## src/rtl/exec_seq_pkg.sv

```systemverilog
// Shared opcodes, NOP encoding and sequencer state type for the EX issue stage.
// Also holds the source-register usage decode that the hazard check relies on.
package exec_seq_pkg;

  localparam logic [6:0] OP_R      = 7'b0110011;
  localparam logic [6:0] OP_IMM    = 7'b0010011;
  localparam logic [6:0] OP_BRANCH = 7'b1100011;
  localparam logic [6:0] OP_JAL    = 7'b1101111;
  localparam logic [6:0] OP_JALR   = 7'b1100111;
  localparam logic [6:0] OP_LUI    = 7'b0110111;
  localparam logic [6:0] OP_AUIPC  = 7'b0010111;

  localparam logic [31:0] NOP_INSTR = 32'h0000_0013;

  typedef enum logic [1:0] {
    RUN,
    FLUSH,
    HALT
  } seq_state_t;

  function automatic logic uses_rs1(input logic [6:0] opcode);
    case (opcode)
      OP_R, OP_IMM, OP_BRANCH, OP_JALR: uses_rs1 = 1'b1;
      OP_JAL, OP_LUI, OP_AUIPC:         uses_rs1 = 1'b0;
      default:                          uses_rs1 = 1'b0;
    endcase
  endfunction

  function automatic logic uses_rs2(input logic [6:0] opcode);
    case (opcode)
      OP_R, OP_BRANCH: uses_rs2 = 1'b1;
      default:         uses_rs2 = 1'b0;
    endcase
  endfunction

endpackage

```

## src/rtl/hazard_detect.sv

```systemverilog
// Read-after-write check of the fetched instruction against the live EX instruction.
// Only the low 25 instruction bits carry opcode and source fields.
module hazard_detect
  import exec_seq_pkg::*;
(
  input  logic [24:0] instr,
  input  logic [4:0]  ex_rd,
  input  logic        ex_wen,
  output logic        stall
);

  logic rs1_hit;
  logic rs2_hit;

  always_comb begin
    rs1_hit = uses_rs1(instr[6:0]) && (instr[19:15] == ex_rd);
    rs2_hit = uses_rs2(instr[6:0]) && (instr[24:20] == ex_rd);
    stall   = ex_wen && (ex_rd != '0) && (rs1_hit || rs2_hit);
  end

endmodule

```

## src/rtl/exec_sequencer.sv

```systemverilog
// EX issue register and sequencing FSM between fetch and the ALU/writeback.
// Handles RAW stalls, branch redirect with fetch flush, and error halt.
module exec_sequencer
  import exec_seq_pkg::*;
#(
  parameter int unsigned             INSTR_LENGTH = 32,
  parameter int unsigned             FLUSH_CYCLES = 2,
  parameter logic [INSTR_LENGTH-1:0] RESET_PC     = '0
) (
  input  logic                    clk,
  input  logic                    rst,
  input  logic                    if_valid,
  input  logic [INSTR_LENGTH-1:0] if_instr,
  input  logic [INSTR_LENGTH-1:0] if_pc,
  output logic                    if_ready,
  output logic                    ex_valid,
  output logic [INSTR_LENGTH-1:0] ex_op,
  output logic [INSTR_LENGTH-1:0] ex_pc,
  input  logic                    alu_pc_jump,
  input  logic                    alu_not_relative_pc,
  input  logic [INSTR_LENGTH-1:0] alu_jump_offset,
  input  logic                    alu_w_mem,
  input  logic [1:0]              alu_err,
  output logic                    wb_en,
  output logic [4:0]              wb_rd,
  output logic                    redirect_valid,
  output logic [INSTR_LENGTH-1:0] redirect_pc,
  output logic                    halted
);

  localparam int unsigned CNT_W      = (FLUSH_CYCLES > 1) ? $clog2(FLUSH_CYCLES) : 1;
  localparam int unsigned FLUSH_INIT = (FLUSH_CYCLES > 0) ? FLUSH_CYCLES - 1 : 0;
  localparam seq_state_t  JUMP_STATE = (FLUSH_CYCLES > 0) ? FLUSH : RUN;

  seq_state_t       state;
  seq_state_t       state_nxt;
  logic [CNT_W-1:0] flush_cnt;
  logic             stall;
  logic             take_err;
  logic             take_jump;
  logic             transfer;
  logic             unused_err_rsvd;

  // alu_err[1] is reserved and deliberately has no effect.
  assign unused_err_rsvd = alu_err[1];

  assign take_err  = ex_valid & alu_err[0];
  assign take_jump = ex_valid & alu_pc_jump & ~alu_err[0];

  hazard_detect u_hazard (
    .instr  (if_instr[24:0]),
    .ex_rd  (ex_op[11:7]),
    .ex_wen (ex_valid & alu_w_mem),
    .stall  (stall)
  );

  always_ff @(posedge clk) begin
    if (rst) state <= JUMP_STATE;
    else     state <= state_nxt;
  end

  always_comb begin
    state_nxt = state;
    case (state)
      RUN: begin
        if (take_err)       state_nxt = HALT;
        else if (take_jump) state_nxt = JUMP_STATE;
      end
      FLUSH:   if (!redirect_valid && flush_cnt == '0) state_nxt = RUN;
      HALT:    state_nxt = HALT;
      default: state_nxt = HALT;
    endcase
  end

  // The cycle carrying the redirect pulse refuses fetch: its word predates the new PC.
  always_comb begin
    if_ready = 1'b0;
    transfer = 1'b0;
    halted   = 1'b0;
    case (state)
      RUN: begin
        if_ready = ~redirect_valid & ~stall & ~take_err & ~take_jump;
        transfer = if_ready & if_valid;
      end
      FLUSH:   if_ready = ~redirect_valid;
      HALT:    halted = 1'b1;
      default: halted = 1'b1;
    endcase
  end

  always_ff @(posedge clk) begin
    if (rst) begin
      ex_valid       <= 1'b0;
      ex_op          <= INSTR_LENGTH'(NOP_INSTR);
      ex_pc          <= '0;
      wb_en          <= 1'b0;
      wb_rd          <= '0;
      redirect_valid <= 1'b1;
      redirect_pc    <= RESET_PC;
      flush_cnt      <= CNT_W'(FLUSH_INIT);
    end else begin
      ex_valid <= transfer;
      if (transfer) begin
        ex_op <= if_instr;
        ex_pc <= if_pc;
      end else begin
        ex_op <= INSTR_LENGTH'(NOP_INSTR);
      end

      if (ex_valid) begin
        wb_rd <= ex_op[11:7];
        wb_en <= alu_w_mem & ~alu_err[0] & (ex_op[11:7] != '0);
      end else begin
        wb_en <= 1'b0;
      end

      redirect_valid <= take_jump;
      if (take_jump) begin
        redirect_pc <= alu_not_relative_pc ? alu_jump_offset
                                           : ex_pc + alu_jump_offset + INSTR_LENGTH'(4);
      end

      if (take_jump)
        flush_cnt <= CNT_W'(FLUSH_INIT);
      else if (state == FLUSH && !redirect_valid && flush_cnt != '0)
        flush_cnt <= flush_cnt - 1'b1;
    end
  end

endmodule

```

## config.mk

```make
export PLATFORM = sky130hd
export DESIGN_NAME = exec_sequencer
export DESIGN_NICKNAME = d
export VERILOG_FILES = /design/src/rtl/exec_seq_pkg.sv /design/src/rtl/hazard_detect.sv /design/src/rtl/exec_sequencer.sv
export SDC_FILE = /design/constraint.sdc
export NUM_CORES = 1
export LEC_CHECK = 0
export CAP_MARGIN = 0
export CORE_ASPECT_RATIO = 0.75
export CORE_MARGIN = 5
export CORE_UTILIZATION = 39
export CTS_CLUSTER_SIZE = 20
export DETAILED_ROUTE_END_ITERATION = 10
export GPL_TIMING_DRIVEN = 0
export PLACE_DENSITY = 0.7
export SLEW_MARGIN = 20
export SYNTH_ARGS = -nofsm -noshare
export SYNTH_HDL_FRONTEND = slang
export SYNTH_HIERARCHICAL = 1
export SYNTH_SLANG_ARGS = --single-unit
export TNS_END_PERCENT = 30
```

## constraint.sdc

```tcl
create_clock -name clk -period 5.11 [get_ports clk]
set_input_delay 1.533 -clock clk [delete_from_list [all_inputs] [get_ports clk]]
set_output_delay 1.533 -clock clk [all_outputs]
set_load 0.02 [all_outputs]
```

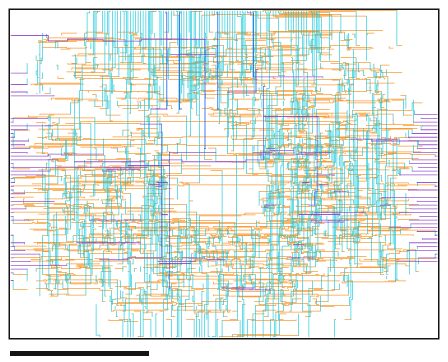
(run_1/wires.png)
Bar = 50 µm.
metal 3 -> purple  # wire length 1220 µm
metal 1 -> orange  # wire length 9980 µm
metal 2 -> cyan  # wire length 8830 µm
metal 4 -> blue  # wire length 331 µm
wirelength, routed: 20400 µm
combined global-route utilization of all metal layers: 21.8%
DR vias: 5900
detail-routed net length per standard cell: 17.7 µm

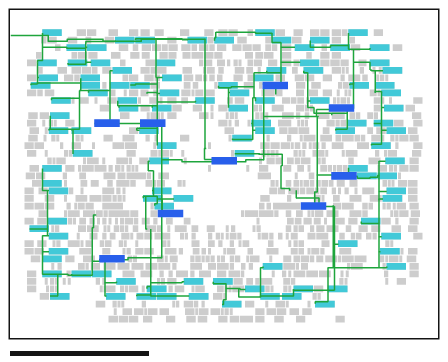
(run_1/clk_routes.png)
Bar = 50 µm.
clock wires -> green  # length 1450 µm
clock drivers -> blue  # count 9
flip-flops -> cyan  # count 107
flops lie = all over the die
routed clock nets = 10

==> flow_metrics.rpt, run 1 <==
IMPLEMENTATION SUMMARY REPORT
----------------------------------------------------
[Critical path]
  Kind of critical path ........................ primary input to output port
  Logic depth of the worst setup path including buffers ........................ 9
  Reg2reg end ........................ redirect_pc[24]$_SDFFE_PP0P_
  Source of the worst register-to-register timing path ........................ ex_pc[2]$_SDFFE_PP0P_
  Crit-path leading delay family ........................ buffers and inverters
  CP bufs+invs ........................ 2
  Critical path startpoint category ........................ primary input
  Highest net fanout along the worst path ........................ 2
  Required time at the endpoint of the critical path ........................ 3.58 ns
  Cell depth of the worst flop-to-flop path ........................ 12
  Last element of the critical path ........................ if_ready
  Slowest stage cell on the critical path ........................ sky130_fd_sc_hd__clkdlybuf4s50_1
  Critical path's largest stage delay ........................ 0.43 ns
  Worst EP arrival ........................ 3.48 ns
  Cell breakdown of the critical path ........................ clkdlybuf4s50_1 -> xor2_1 -> nor4_1 -> nand4_1 -> a21oi_2 -> nor3_1 -> nand2_1 -> a21oi_1 -> dlygate4sd2_1
  Start point of the critical path ........................ if_instr[18]
  R2R setup slack ........................ 2.20 ns
  Endpoint type of the worst setup path ........................ output port

[Power and ir drop]
  Worst ir drop on vdd ........................ 0.142 mV
  Logic pwr share ........................ 16.0%
  Psw ........................ 0.000507 W
  Switching part of the total ........................ 27.4%
  Internal power contribution ........................ 0.00135 W
  Sequential Power Share ........................ 45.8%
  Part of the power in the clock network ........................ 38.2%
  Power per standard cell area ........................ 212 mW/mm²
  P_leak ........................ 3.47 nW

[Floorplan]
  Width of the die ........................ 154 µm
  Initial core utilization ........................ 40.0%
  IO Count ........................ 210
  Die H ........................ 118 µm
  Core area ........................ 0.0153 mm²
  TAP cells ........................ 205
  # rows ........................ 39
  Chip Area ........................ 0.0183 mm²

[Hold path]
  Class of the most critical hold timing path ........................ flop to flop

[Synth]
  Compound Share, Synth ........................ 19.2%
  Post-synth net total ........................ 889
  Logic family by area ........................ simple AND/OR/NAND/NOR gates
  Post-synthesis share of cell area spent on and, or, nand and nor gates ........................ 20.9%
  Post-synthesis sequential element count ........................ 107
  Post-Synth XOR/XNOR Area ........................ 5.02%
  Cell count listed in synth_stat.txt ........................ 723
  Yosys synthesis warning count ........................ 6
  Arithmetic-cell share of the synthesized area counting full adders, half adders and majority gates ........................ 12.8%
  Dominant Register Cell ........................ sky130_fd_sc_hd__dfxtp_1
  Share of cell area taken by muxes after synthesis ........................ 2.87%
  Synth Instances ........................ 723
  Cell Type Count ........................ 62
  Sequential-to-total area share from yosys stat ........................ 35.1%
  Share of async-settable or async-resettable flops after synthesis ........................ 0%
  Chip area from the yosys synthesis statistics ........................ 0.00610 mm²
  Number of enable flip-flop cells ........................ 0
  Average cell area after synthesis ........................ 8.44 µm²
  Combined area of all synthesized cells ........................ 0.00610 mm²

[Detailed routing]
  Routed via count divided by cell count ........................ 5.13
  First DRT Iteration DRCs ........................ 315
  Pre-antenna DRT Iters ........................ 5
  Met3 routed wirelength ........................ 1220 µm
  Highest layer used for signal routing ........................ met4
  Met1 wire length ........................ 9980 µm
  Detailed route wirelength on metal2 ........................ 8830 µm
  Antenna-violating nets left ........................ 0
  DRC violation count after routing ........................ 0

[GRT]
  Number of global-route vias before repair ........................ 5855
  Antenna violations before repair ........................ 0
  Wire length of the first global-routing pass ........................ 32100 µm
  Largest net degree at the start of global routing ........................ 20
  Peak-usage layer in the global routing report ........................ met2
  Global routing met3 resource utilization ........................ 5.08%
  Total overflow reported by the global router ........................ 0
  Global-route track usage on met2 ........................ 33.6%
  Global-route met1 utilization ........................ 31.3%

[Finish]
  Area taken by multi-input logic gates ........................ 0.00373 mm²
  Ratio of cells with drive above 1 in the final layout ........................ 4.44%
  N_diodes ........................ 0
  Net count of the finished layout ........................ 1107
  Fill cell count ........................ 1395
  Relative area of clock buffers and inverters in the final design ........................ 3.36%
  Sequential portion of the cell area ........................ 24.5%
  Area occupied by registers ........................ 0.00214 mm²
  Most instantiated logic cells after routing ........................ sky130_fd_sc_hd__clkdlybuf4s50_1 (206), sky130_fd_sc_hd__nand2_1 (108), sky130_fd_sc_hd__dfxtp_1 (107)
  Non-clock inverter total of the final layout ........................ 13
  Area-dominant class ........................ logic gates
  Area delta synth->final ........................ 43.2%
  Layout clock buffers ........................ 10
  Final design area excluding fillers ........................ 0.00874 mm²
  Most common cell after layout, fill and taps aside ........................ sky130_fd_sc_hd__clkdlybuf4s50_1
  Core occupancy in the finished layout ........................ 57.2%
  Logic share of the area ........................ 42.6%
  Relative area of non-clock buffer cells in the final design ........................ 26.0%
  Multi-Input Combinational ........................ 565
  Flop Count ........................ 107
  Buffers, non-clock ........................ 245

[Clock tree]
  Count of cells resized by post-cts repair ........................ 1
  Number of buffers on the longest clock path ........................ 2
  CTS tree ........................ yes
  Buffers inserted by post-CTS timing repair ........................ 0
  Number of buffers added by the clock tree synthesis step ........................ 9
  Sinks on Clock Net ........................ 107
  H-tree depth ........................ 3
  Clk pin slew, worst setup/hold paths ........................ 0.08 ns
  Number of hold-repair buffers added at the cts stage ........................ 0
  Clock latency on the worst-skew pair ........................ 0.36 ns
  Root buffer cell ........................ sky130_fd_sc_hd__clkbuf_16

[Job]
  Max-cap violations ........................ 0
  Number of warnings in the stage logs ........................ 27

[Status]
  Status ........................ finished clean

[Timing]
  Final tally of setup violations ........................ 0
  Unrepaired setup endpoints after global routing ........................ no
  Hold_ws ........................ 0.465 ns
  Remaining max-slew budget at the tightest pin ........................ 45.5%
  Worst slew pin tran ........................ 0.817 ns
  Min cycle time layout ........................ 5.01 ns
  Final tally of max-slew violations ........................ 0
  Final hold violation count ........................ 0
  Clock tree skew after final layout ........................ 0.00896 ns
  Period Utilization, post-route ........................ 98.1%
  Maximum frequency from static timing analysis ........................ 200 MHz

[Place]
  HPWL Detailed ........................ 16000 µm
  Placed cell area ........................ 0.00844 mm²
  Placer's final routability congestion estimate ........................ 0.906
  Number of port buffers ........................ 207

----------------------------------------------------
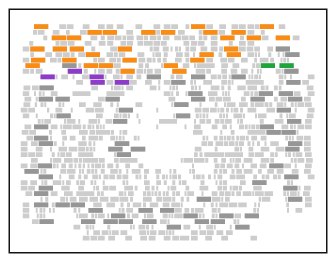
(run_1/flops_by_reg.png)
Other sequential cells in the stronger gray, the rest of the logic in the fainter gray.
`state` -> green  # placed flops 2
`wb_rd` -> purple  # placed flops 5, where upper left
`ex_op` -> orange  # placed flops 32, where a band across the top
not colored = 68

==> run 1: registers in the layout, indices dropped and copies added, names as in the netlist <==
register	cells
redirect_valid	1
flush_cnt	1
ex_pc	32
wb_en	1
ex_op	32
redirect_pc	32
ex_valid	1
state	2
wb_rd	5
==> run 1: synth_stat cells, types with 6 or more instances <==
cell,count,area (µm²)
sky130_fd_sc_hd__nor2b_1,7,43.8
sky130_fd_sc_hd__xnor2_1,16,140
sky130_fd_sc_hd__nor2_1,53,199
sky130_fd_sc_hd__and2_1,31,194
sky130_fd_sc_hd__and3_1,8,50.1
sky130_fd_sc_hd__dfxtp_1,107,2140
sky130_fd_sc_hd__nand2_1,108,405
sky130_fd_sc_hd__a21oi_1,79,395
sky130_fd_sc_hd__o21ai_0,25,125
sky130_fd_sc_hd__nand4_1,7,43.8
sky130_fd_sc_hd__a21o_1,8,60.1
sky130_fd_sc_hd__o22ai_1,9,56.3
sky130_fd_sc_hd__inv_1,13,48.8
sky130_fd_sc_hd__nor3_1,16,80.1
sky130_fd_sc_hd__xor2_1,19,166
sky130_fd_sc_hd__o21a_1,7,52.6
sky130_fd_sc_hd__or3_1,6,37.5
sky130_fd_sc_hd__mux2i_1,16,160
sky130_fd_sc_hd__nand3_1,6,30.0
sky130_fd_sc_hd__clkbuf_1,26,97.6
sky130_fd_sc_hd__o211ai_1,9,67.6
sky130_fd_sc_hd__ha_1,61,763
sky130_fd_sc_hd__a211oi_1,10,75.1
sky130_fd_sc_hd__o31ai_1,6,45.0
==> run 1: through the flow <==
step / total power (W) / std cells / worst slack, ns / TNS (ns)
5_1_grt: 0.00193 / 1151 / 0.0265 / 0
4_1_cts: 0.00187 / 1151 / 0.0681 / 0
6_report: 0.00185 / 1151 / 0.0980 / 0
2_1_floorplan: 0.00102 / 723 / 1.10 / 0
3_3_place_gp: 0.00116 / 1135 / -0.137 / -0.137
3_5_place_dp: 0.00116 / 1135 / -0.155 / -0.155
==> run 1: cells by family after synthesis <==
| logic type | count (synthesis) |
|---|---|
| AND/OR/NAND/NOR | 267 |
| XOR/XNOR | 35 |
| buffers and inverters | 51 |
| multiplexers | 17 |
| adder cells (fa/ha/maj) | 62 |
| AND-OR/OR-AND | 184 |
| flip-flops | 107 |
==> run 1: worst min path at each step <==
stage                                 start                            to  cells past startpoint
2_1_floorplan        flush_cnt$_SDFFE_PP1P_        flush_cnt$_SDFFE_PP1P_                      2
3_3_place_gp   redirect_pc[22]$_SDFFE_PP0P_  redirect_pc[22]$_SDFFE_PP0P_                      2
3_5_place_dp   redirect_pc[20]$_SDFFE_PP0P_  redirect_pc[20]$_SDFFE_PP0P_                      2
4_1_cts              flush_cnt$_SDFFE_PP1P_        flush_cnt$_SDFFE_PP1P_                      2
5_1_grt        redirect_pc[20]$_SDFFE_PP0P_  redirect_pc[20]$_SDFFE_PP0P_                      2
6_report             flush_cnt$_SDFFE_PP1P_        flush_cnt$_SDFFE_PP1P_                      2
==> run 1: power groups by stage <==
stage	logic (W)	clock network [W]	registers, W
finish	0.000297	0.000708	0.000850
global route	0.000323	0.000753	0.000851
CTS	0.000295	0.000722	0.000850
detailed placement	0.000293	0	0.000869
global placement	0.000291	0	0.000869
floorplan	0.000138	0	0.000877
==> run 1 -> run 2 <==
--- a/config.mk
+++ b/config.mk
@@ -11,6 +11,7 @@
 export CORE_UTILIZATION = 39
 export CTS_CLUSTER_SIZE = 20
 export DETAILED_ROUTE_END_ITERATION = 10
+export GPL_ROUTABILITY_DRIVEN = 1
 export GPL_TIMING_DRIVEN = 0
 export PLACE_DENSITY = 0.7
 export SLEW_MARGIN = 20
==> flow_metrics.rpt, run 2 <==
IMPLEMENTATION SUMMARY REPORT
----------------------------------------------------
[Floorplan]
  Width of the die ........................ 154 µm (unchanged)
  # rows ........................ 39 (unchanged)
  Die H ........................ 118 µm (unchanged)
  IO Count ........................ 210 (unchanged)
  Initial core utilization ........................ 40.0% (unchanged)
  Chip Area ........................ 0.0183 mm² (unchanged)
  Core area ........................ 0.0153 mm² (unchanged)

[Timing]
  Maximum frequency from static timing analysis ........................ 200 MHz (unchanged)
  Period Utilization, post-route ........................ 98.1% (unchanged)
  Remaining max-slew budget at the tightest pin ........................ 45.5% (unchanged)
  Final total negative setup slack ........................ 0 ns (unchanged)
  Final hold violation count ........................ 0 (unchanged)
  Worst slew pin tran ........................ 0.817 ns (unchanged)
  Final tally of max-slew violations ........................ 0 (unchanged)
  Unrepaired setup endpoints after global routing ........................ no (unchanged)
  Hold_ws ........................ 0.465 ns (unchanged)

[Synth]
  Dominant Register Cell ........................ sky130_fd_sc_hd__dfxtp_1 (unchanged)
  Post-synth net total ........................ 889 (unchanged)
  Post-synthesis sequential element count ........................ 107 (unchanged)
  Top cells by count, synth ........................ sky130_fd_sc_hd__nand2_1 (108), sky130_fd_sc_hd__dfxtp_1 (107), sky130_fd_sc_hd__a21oi_1 (79) (unchanged)
  Synth Instances ........................ 723 (unchanged)
  Cell count listed in synth_stat.txt ........................ 723 (unchanged)
  Largest area contributor in the synthesized netlist ........................ sky130_fd_sc_hd__dfxtp_1 (unchanged)
  Number of enable flip-flop cells ........................ 0 (unchanged)
  Chip area from the yosys synthesis statistics ........................ 0.00610 mm² (unchanged)
  Cell Type Count ........................ 62 (unchanged)
  Area share of the leading cell type in the synthesized netlist ........................ 35.1% (unchanged)
  Yosys synthesis warning count ........................ 6 (unchanged)
  Share of async-settable or async-resettable flops after synthesis ........................ 0% (unchanged)

[Status]
  Status ........................ finished clean (unchanged)

[Finish]
  Area taken by multi-input logic gates ........................ 0.00373 mm² (unchanged)
  N_diodes ........................ 0 (unchanged)
  Net count of the finished layout ........................ 1107 (unchanged)
  Most common cell after layout, fill and taps aside ........................ sky130_fd_sc_hd__clkdlybuf4s50_1 (unchanged)
  Ratio of cells with drive above 1 in the final layout ........................ 4.44% (unchanged)
  Fill cell count ........................ 1395 (unchanged)
  Area occupied by registers ........................ 0.00214 mm² (unchanged)
  Top Registers ........................ ex_op (32), ex_pc (32), redirect_pc (32) (unchanged)
  Most instantiated logic cells after routing ........................ sky130_fd_sc_hd__clkdlybuf4s50_1 (206), sky130_fd_sc_hd__nand2_1 (108), sky130_fd_sc_hd__dfxtp_1 (107) (unchanged)

[GRT]
  Total overflow reported by the global router ........................ 0 (unchanged)
  Wire length of the first global-routing pass ........................ 32100 µm (unchanged)
  Largest net degree at the start of global routing ........................ 20 (unchanged)

[Place]
  Placed cell area ........................ 0.00844 mm² (unchanged)
  Number of port buffers ........................ 207 (unchanged)
  Placer's final routability congestion estimate ........................ 0.906 (unchanged)
  HPWL Detailed ........................ 16000 µm (unchanged)

[Critical path]
  Cell depth of the worst flop-to-flop path ........................ 12 (unchanged)
  Crit-path leading delay family ........................ buffers and inverters (unchanged)
  Worst EP arrival ........................ 3.48 ns (about the same)
  Kind of critical path ........................ primary input to output port (unchanged)
  Endpoint type of the worst setup path ........................ output port (unchanged)
  Slowest stage cell on the critical path ........................ sky130_fd_sc_hd__clkdlybuf4s50_1 (unchanged)
  Logic depth of the worst setup path including buffers ........................ 9 (unchanged)
  CP bufs+invs ........................ 2 (unchanged)
  Required time at the endpoint of the critical path ........................ 3.58 ns (about the same)
  Cell breakdown of the critical path ........................ clkdlybuf4s50_1 -> xor2_1 -> nor4_1 -> nand4_1 -> a21oi_2 -> nor3_1 -> nand2_1 -> a21oi_1 -> dlygate4sd2_1 (unchanged)

[Hold path]
  Number of cells on the worst hold path ........................ 2 (unchanged)
  Class of the most critical hold timing path ........................ flop to flop (unchanged)

[Detailed routing]
  Wirelength, routed ........................ 20400 µm (unchanged)
  DRC violation count after routing ........................ 0 (unchanged)
  Detail-routed net length per standard cell ........................ 17.7 µm (unchanged)

[Power and ir drop]
  Power per standard cell area ........................ 212 mW/mm² (unchanged)
  Design Power ........................ 0.00185 W (unchanged)
  P_leak ........................ 3.47 nW (unchanged)

[Clock tree]
  Number of buffers added by the clock tree synthesis step ........................ 9 (unchanged)
  Clk pin slew, worst setup/hold paths ........................ 0.08 ns (about the same)
  Buffers inserted by post-CTS timing repair ........................ 0 (unchanged)
  Number of buffers on the longest clock path ........................ 2 (unchanged)
  Root buffer cell ........................ sky130_fd_sc_hd__clkbuf_16 (unchanged)
  CTS tree ........................ yes (unchanged)

[Job]
  Number of warnings in the stage logs ........................ 27 (unchanged)

----------------------------------------------------
==> run 2: cell counts after synthesis <==
Identical to the previous run, type by type.
==> run 2: final timing paths <==
check / slack, ns / startpoint / to
setup / recovery: 0.1 / if_instr[18] / if_ready
setup reg to reg: 2.20 / ex_pc[2]$_SDFFE_PP0P_ / redirect_pc[24]$_SDFFE_PP0P_
hold / removal: 0.46 / flush_cnt$_SDFFE_PP1P_ / flush_cnt$_SDFFE_PP1P_
hold reg to reg: 0.46 / flush_cnt$_SDFFE_PP1P_ / flush_cnt$_SDFFE_PP1P_
==> run 2: layout make-up <==
type                            instances  area share, %
Buffer                                 38           2.29
Timing Repair Buffer                  207           23.7
Sequential cell                       107           24.5
Inverter                               13          0.558
Clock buffer                           10           2.73
Multi-Input combinational cell        565           42.6
Clock inverter                          6          0.630
Tap cell                              205           2.93
==> run 2: cells by family after synthesis <==
family / count (synthesis) / share of synthesized area [%]
and+or+nand+nor: 267 / 20.9
AOI/OAI and AO/OA: 184 / 19.2
DFF: 107 / 35.1
adders and majority gates: 62 / 12.8
buffers and inverters: 51 / 4.08
xor gates and xnor gates: 35 / 5.02
muxes: 17 / 2.87
==> run 2: report_power, final <==
| part | total [W] | internal [W] | switching, W |
|---|---|---|---|
| Sequential | 0.000850 | 0.000842 | 0.00000743 |
| Clock | 0.000708 | 0.000355 | 0.000353 |
| Combinational | 0.000297 | 0.000149 | 0.000147 |
| Total | 0.00185 | 0.00135 | 0.000507 |
==> run 2: worst register-to-register path: stages (launching register included) <==
cell and delay (ns):
sky130_fd_sc_hd__dfxtp_1 0.39, sky130_fd_sc_hd__inv_1 0.06, sky130_fd_sc_hd__ha_1 0.33, sky130_fd_sc_hd__inv_1 0.06, sky130_fd_sc_hd__ha_1 0.29, sky130_fd_sc_hd__a21oi_1 0.20
sky130_fd_sc_hd__nor2_1 0.10, sky130_fd_sc_hd__o2111ai_1 0.17, sky130_fd_sc_hd__nor2b_1 0.31, sky130_fd_sc_hd__a21oi_2 0.16, sky130_fd_sc_hd__mux2_4 0.34, sky130_fd_sc_hd__a2111oi_4 0.31
sky130_fd_sc_hd__nor3_1 0.08
==> run 2: repair_timing <==
action	CTS	global route
resized	1	2
setup endpoints to repair	1	1
cloned	0	0
==> run 2: metrics by stage <==
| stage | worst slack, ns | std cells |
|---|---|---|
| 2_1_floorplan | 1.10 | 723 |
| 3_3_place_gp | -0.137 | 1135 |
| 3_5_place_dp | -0.155 | 1135 |
| 4_1_cts | 0.0681 | 1151 |
| 5_1_grt | 0.0265 | 1151 |
| 6_report | 0.0980 | 1151 |
==> run 2: metal layers <==
metal  track usage (%)  vias up  routed length, µm
met4              4.80        0                331
met3              5.08       25               1220
met5                 0        -                  0
met2              33.6      176               8830
li1                  -     2978                  -
met1              31.3     2721               9980
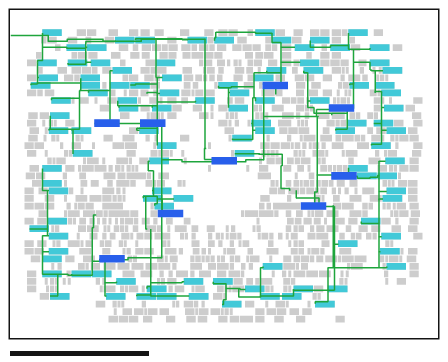
(run_2/clk_routes.png)
Bar = 50 µm.
part of the power in the clock network: 38.2%
clock latency on the worst-skew pair: 0.36 ns
clock tree skew after final layout: 0.00896 ns

No activity file was given, so power comes from the tool's default toggle rates.
